### src/rtl/booth_result_display.sv
// booth_result_display
// Consumer of the 8-bit Booth multiplier result. On each rising edge of
// `over` (while not already converting) the signed 16-bit `answer` is
// captured, its magnitude is converted to five BCD digits by a sequential
// double-dabble (one shift per clock, 16 clocks), and the result is shown
// on a multiplexed, active-low 8-digit 7-segment display.
//
// Ports:
//   clk    - system clock, all logic on the rising edge
//   rst    - synchronous active-high reset
//   answer - signed two's-complement product from the multiplier
//   over   - multiplier done level; its rising edge marks answer valid
//   busy   - high while a capture/conversion is in progress
//   valid  - high once a converted result is being displayed
//   an     - digit enables, active-low, one low at a time (an[7:6] unused)
//   seg    - segments {g,f,e,d,c,b,a}, active-low
module booth_result_display #(
  parameter int REFRESH_DIV = 100000,
  parameter bit BLANK_LZ    = 1'b1
) (
  input  logic        clk,
  input  logic        rst,
  input  logic [15:0] answer,
  input  logic        over,
  output logic        busy,
  output logic        valid,
  output logic [7:0]  an,
  output logic [6:0]  seg
);

  localparam int CW = (REFRESH_DIV > 1) ? $clog2(REFRESH_DIV) : 1;
  localparam logic [CW-1:0] REF_MAX = CW'(REFRESH_DIV - 1);

  typedef enum logic [1:0] {IDLE, CONVERT, DONE} state_t;

  state_t       state_q, state_d;
  logic         over_d_q, over_d_d;
  logic         sign_q, sign_d;
  logic [15:0]  mag_q, mag_d;
  logic [19:0]  bcd_q, bcd_d;
  logic [4:0]   cnt_q, cnt_d;
  logic         busy_q, busy_d;
  logic         valid_q, valid_d;
  logic [19:0]  disp_bcd_q, disp_bcd_d;
  logic         disp_neg_q, disp_neg_d;
  logic [CW-1:0] ref_q, ref_d;
  logic [2:0]   idx_q, idx_d;
  logic [7:0]   an_q, an_d;
  logic [6:0]   seg_q, seg_d;

  logic         capture;
  logic [19:0]  bcd_adj;
  logic [35:0]  shifted;
  logic [4:0]   lz;
  logic [3:0]   nib;

  function automatic logic [6:0] seg_of(input logic [3:0] d);
    case (d)
      4'd0:    seg_of = 7'b1000000;
      4'd1:    seg_of = 7'b1111001;
      4'd2:    seg_of = 7'b0100100;
      4'd3:    seg_of = 7'b0110000;
      4'd4:    seg_of = 7'b0011001;
      4'd5:    seg_of = 7'b0010010;
      4'd6:    seg_of = 7'b0000010;
      4'd7:    seg_of = 7'b1111000;
      4'd8:    seg_of = 7'b0000000;
      4'd9:    seg_of = 7'b0010000;
      default: seg_of = 7'b1111111;
    endcase
  endfunction

  // Capture/convert FSM. The double-dabble step adjusts every nibble >= 5
  // before the shift; the 16th shift lands directly in the display
  // registers so a partially converted value is never visible.
  always_comb begin
    state_d    = state_q;
    over_d_d   = over;
    sign_d     = sign_q;
    mag_d      = mag_q;
    bcd_d      = bcd_q;
    cnt_d      = cnt_q;
    busy_d     = busy_q;
    valid_d    = valid_q;
    disp_bcd_d = disp_bcd_q;
    disp_neg_d = disp_neg_q;

    capture = over && !over_d_q && (state_q != CONVERT);

    for (int i = 0; i < 5; i++) begin
      bcd_adj[4*i +: 4] = (bcd_q[4*i +: 4] >= 4'd5) ? bcd_q[4*i +: 4] + 4'd3
                                                     : bcd_q[4*i +: 4];
    end
    shifted = {bcd_adj[18:0], mag_q, 1'b0};

    case (state_q)
      IDLE, DONE: begin
        if (capture) begin
          sign_d  = answer[15];
          // 0x8000 negates to itself, which read as unsigned is 32768.
          mag_d   = answer[15] ? (~answer + 16'd1) : answer;
          bcd_d   = '0;
          cnt_d   = '0;
          busy_d  = 1'b1;
          state_d = CONVERT;
        end
      end
      CONVERT: begin
        bcd_d = shifted[35:16];
        mag_d = shifted[15:0];
        cnt_d = cnt_q + 5'd1;
        if (cnt_q == 5'd15) begin
          disp_bcd_d = shifted[35:16];
          disp_neg_d = sign_q && (shifted[35:16] != 20'd0);
          busy_d     = 1'b0;
          valid_d    = 1'b1;
          state_d    = DONE;
        end
      end
      default: state_d = IDLE;
    endcase
  end

  // Digit scan and segment decode. an/seg are built from the next-state
  // index and display values so both outputs move together on one edge.
  always_comb begin
    ref_d = ref_q + 1'b1;
    idx_d = idx_q;
    if (ref_q == REF_MAX) begin
      ref_d = '0;
      idx_d = (idx_q == 3'd5) ? 3'd0 : idx_q + 3'd1;
    end

    an_d = 8'hFF;
    an_d[idx_d] = 1'b0;

    // lz[k] is set when digit k and all higher digits are zero.
    lz[4] = (disp_bcd_d[19:16] == 4'd0);
    for (int k = 3; k >= 0; k--) begin
      lz[k] = lz[k+1] && (disp_bcd_d[4*k +: 4] == 4'd0);
    end

    nib   = 4'd0;
    seg_d = 7'h7F;
    case (idx_d)
      3'd0: nib = disp_bcd_d[3:0];
      3'd1: nib = disp_bcd_d[7:4];
      3'd2: nib = disp_bcd_d[11:8];
      3'd3: nib = disp_bcd_d[15:12];
      3'd4: nib = disp_bcd_d[19:16];
      default: nib = 4'd0;
    endcase

    if (valid_d) begin
      if (idx_d == 3'd5) begin
        seg_d = disp_neg_d ? 7'b0111111 : 7'b1111111;
      end else if (BLANK_LZ && (idx_d != 3'd0) && lz[idx_d]) begin
        seg_d = 7'h7F;
      end else begin
        seg_d = seg_of(nib);
      end
    end
  end

  // State register; reset aborts any conversion and blanks the display.
  always_ff @(posedge clk) begin
    if (rst) begin
      state_q    <= IDLE;
      over_d_q   <= 1'b0;
      sign_q     <= 1'b0;
      mag_q      <= '0;
      bcd_q      <= '0;
      cnt_q      <= '0;
      busy_q     <= 1'b0;
      valid_q    <= 1'b0;
      disp_bcd_q <= '0;
      disp_neg_q <= 1'b0;
      ref_q      <= '0;
      idx_q      <= '0;
      an_q       <= 8'hFF;
      seg_q      <= 7'h7F;
    end else begin
      state_q    <= state_d;
      over_d_q   <= over_d_d;
      sign_q     <= sign_d;
      mag_q      <= mag_d;
      bcd_q      <= bcd_d;
      cnt_q      <= cnt_d;
      busy_q     <= busy_d;
      valid_q    <= valid_d;
      disp_bcd_q <= disp_bcd_d;
      disp_neg_q <= disp_neg_d;
      ref_q      <= ref_d;
      idx_q      <= idx_d;
      an_q       <= an_d;
      seg_q      <= seg_d;
    end
  end

  assign busy  = busy_q;
  assign valid = valid_q;
  assign an    = an_q;
  assign seg   = seg_q;

endmodule

### config.mk
export PLATFORM = sky130hd
export DESIGN_NAME = booth_result_display
export DESIGN_NICKNAME = d
export VERILOG_FILES = /design/src/rtl/booth_result_display.sv
export SDC_FILE = /design/constraint.sdc
export NUM_CORES = 1
export LEC_CHECK = 0
export ABC_AREA = 1
export CAP_MARGIN = 5
export CORE_AREA = 2 2 194 101
export DETAILED_ROUTE_END_ITERATION = 8
export DIE_AREA = 0 0 196 103
export PLACE_DENSITY = 0.55
export SETUP_SLACK_MARGIN = 0.05
export SLEW_MARGIN = 20
export SYNTH_ARGS = -nofsm -noshare
export SYNTH_HDL_FRONTEND = slang
export SYNTH_SLANG_ARGS = --single-unit
### constraint.sdc
create_clock -name clk -period 3.4 [get_ports clk]
set_clock_uncertainty 0.2 [all_clocks]
set_input_delay 0.68 -clock clk [delete_from_list [all_inputs] [get_ports clk]]
set_output_delay 0.68 -clock clk [all_outputs]
set_load 0.005 [all_outputs]
met1.png
The bar under the picture is 50 µm long. Supply wires on this layer in grey.
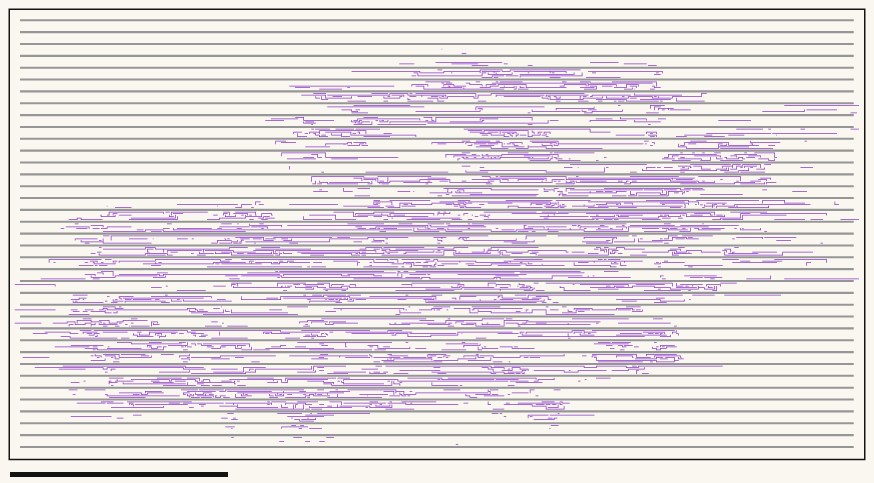
share of all routed wire: 60%
nets with wire on the layer: 812
met1 Usage GRT: 0.249
final routed wirelength across all metal layers: 14400 µm
number of vias in the routed layout: 5061

met2.png
Cells faint in the background.
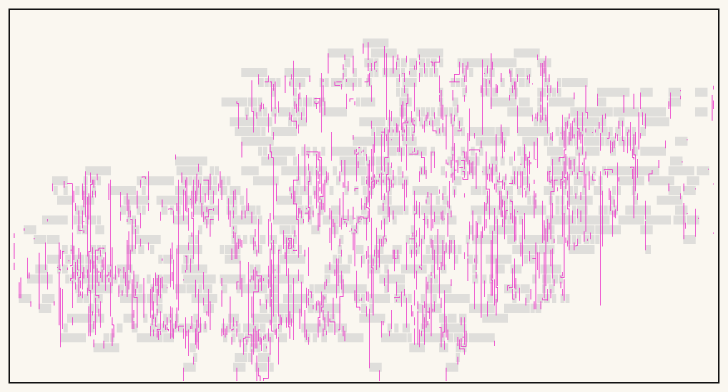
share of all routed wire: 32%
wire length on this layer: 4580 µm
main direction: vertical
longest straight run: 37.1 µm
nets with wire on the layer: 642
met2 track demand over resource in global routing: 0.179

met3.png
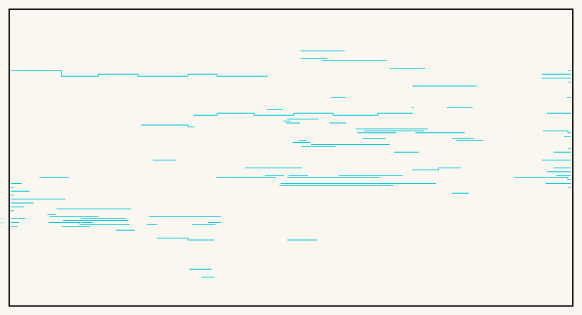
share of all routed wire: 7.6%
longest straight run: 53.8 µm

cell_classes.png
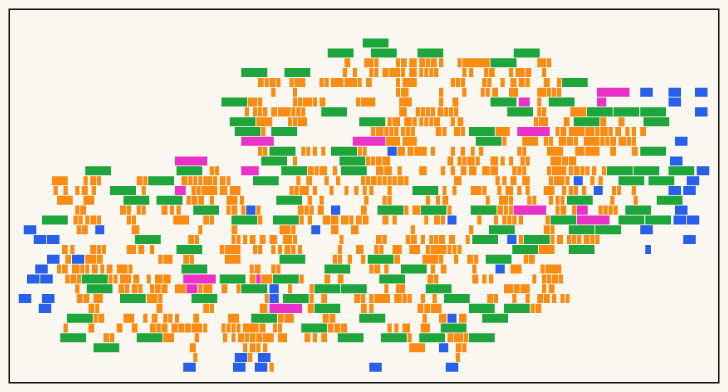
legend:
  magenta:
    class: clock drivers and dummy loads
    cells: 16
  orange:
    class: all other logic
    cells: 674
  green:
    class: flip-flops
    cells: 103
  blue:
    class: other buffers and delay cells
    cells: 49
fraction of area in registers: 0.321
post-route cell area: 6420 µm²

final_congestion.png
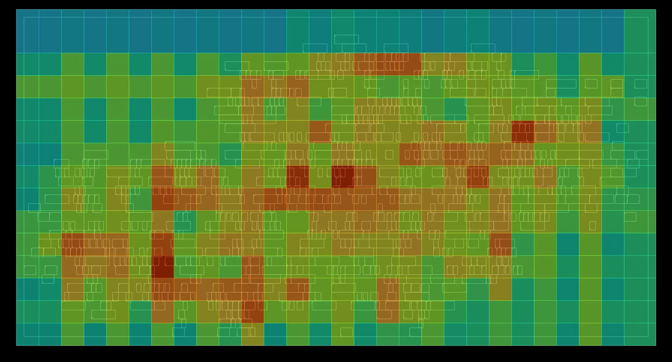
highest-utilization routing layer at the global route stage: met1
met3 usage: 0.0458
global-route usage over all layers: 0.151
post-layout util: 0.343
average wire length per cell after detail routing: 13.2 µm

==> deck_impl_summary.md <==
Run Summary

Status
  • Run status: complete, no violations

Yosys
  • Yosys cell types: 41
  • Asr flop ratio synth: 0
  • Primary flip-flop cell chosen by synthesis mapping: sky130_fd_sc_hd__dfxtp_1
  • Top cell area share: 0.377
  • Top cell types by occurrence after synthesis: sky130_fd_sc_hd__nand2_1, sky130_fd_sc_hd__dfxtp_1, sky130_fd_sc_hd__inv_1, sky130_fd_sc_hd__nor2_1, sky130_fd_sc_hd__a21oi_1

Clock tree
  • Clock tree from TritonCTS: yes
  • Root buffer selected by CTS: sky130_fd_sc_hd__clkbuf_16
  • CTS max path bufs: 2
  • H-tree depth: 3

Worst setup path
  • Worst setup path category: register to register
  • Slowest Stage Delay on Critical Path: 340 ps

Floorplanning
  • Die Footprint: 20200 µm²
  • FP Rows: 36
  • Num ports: 36

Cells and area
  • Synth-to-layout area growth: 17.6%
  • Top cell excl fill/tap: sky130_fd_sc_hd__nand2_1

Final timing
  • Number of endpoints with negative hold slack in the final report: 0
  • Final setup TNS: 0 ps

Detailed routing
  • Residual DRC: 0

Pwr
  • Relative contribution of the clock network to total power: 0.410
  • Worst IR drop on VDD: 0.254 mV

Global route
  • Wire length of the first global-routing pass: 23700 µm
registers in the layout, summed over array words and instances, names as in the netlist, 2 cells and up:
name / flops
idx_q: 3
ref_q: 17
mag_q: 16
state_q: 2
bcd_q: 20
cnt_q: 5
disp_bcd_q: 20
an: 8
seg: 7
area by class of cell:
type | instances | area share
Clock inverter | 5 | 0.00662
Sequential cell | 103 | 0.321
Tap cell | 247 | 0.0481
Timing Repair Buffer | 49 | 0.0701
Multi-Input combinational cell | 567 | 0.453
Inverter | 107 | 0.0629
Clock buffer | 11 | 0.0378
through the flow:
step | power, mW | utilization | hold WS, ps | area (µm²) | instances
2_1_floorplan | 1.40 | - | 218 | 5460 | 800
3_3_place_gp | 1.47 | 0.327 | 228 | 6140 | 1073
3_5_place_dp | 1.48 | 0.327 | 243 | 6140 | 1073
4_1_cts | 2.49 | 0.343 | 254 | 6420 | 1089
5_1_grt | 2.56 | 0.343 | 277 | 6420 | 1089
6_report | 2.45 | 0.343 | 249 | 6420 | 1089
power by group through the flow:
stage                     registers, mW  clock network (mW)  logic (mW)
after CTS                          1.25                1.04       0.199
after detailed placement           1.28                   0       0.199
final                              1.25                1.00       0.199
after global routing               1.25                1.08       0.223
after global placement             1.28                   0       0.197
after floorplan                    1.27                   0       0.124
final timing paths:
kind | from | to | slack (ps) | cells after the start
setup / recovery | cnt_q[0] | seg[3] | 290 | 17
hold / removal | ref_q[0] | ref_q[0] | 250 | 1
setup reg to reg | cnt_q[0] | seg[3] | 290 | 17
hold reg to reg | ref_q[0] | ref_q[0] | 250 | 1
timing repair:
| item | in CTS | in global routing |
|---|---|---|
| setup buffers | 0 | 0 |
| setup endpoints to repair | 0 | 1 |
| hold buffers | 0 | 0 |
| resized | 0 | 2 |
critical path: cells and delay by family (launching register included):
kind / cells / cell delay, ps
AOI/OAI and AO/OA: 1 / 120
adders and majority gates: 3 / 670
buffers and inverters: 3 / 400
DFF: 1 / 340
and+or+nand+nor: 10 / 1240
kinds of logic after synthesis:
group           count (synthesis)  synth area share
simple gates                  402             0.329
flops                         103             0.377
xor+xnor                       16            0.0256
fa+ha+maj                      19            0.0435
buf+inv                       130            0.0900
compound gates                130             0.134
routing by layer:
| metal | global-route usage | wire [µm] | up-vias |
|---|---|---|---|
| li1 | - | - | 2640 |
| met1 | 0.249 | 8650 | 2268 |
| met2 | 0.179 | 4580 | 144 |
| met3 | 0.0458 | 1090 | 9 |
| met4 | 0.0256 | 77 | 0 |
| met5 | 0 | 0 | - |
No activity file was given, so power comes from the tool's default toggle rates.
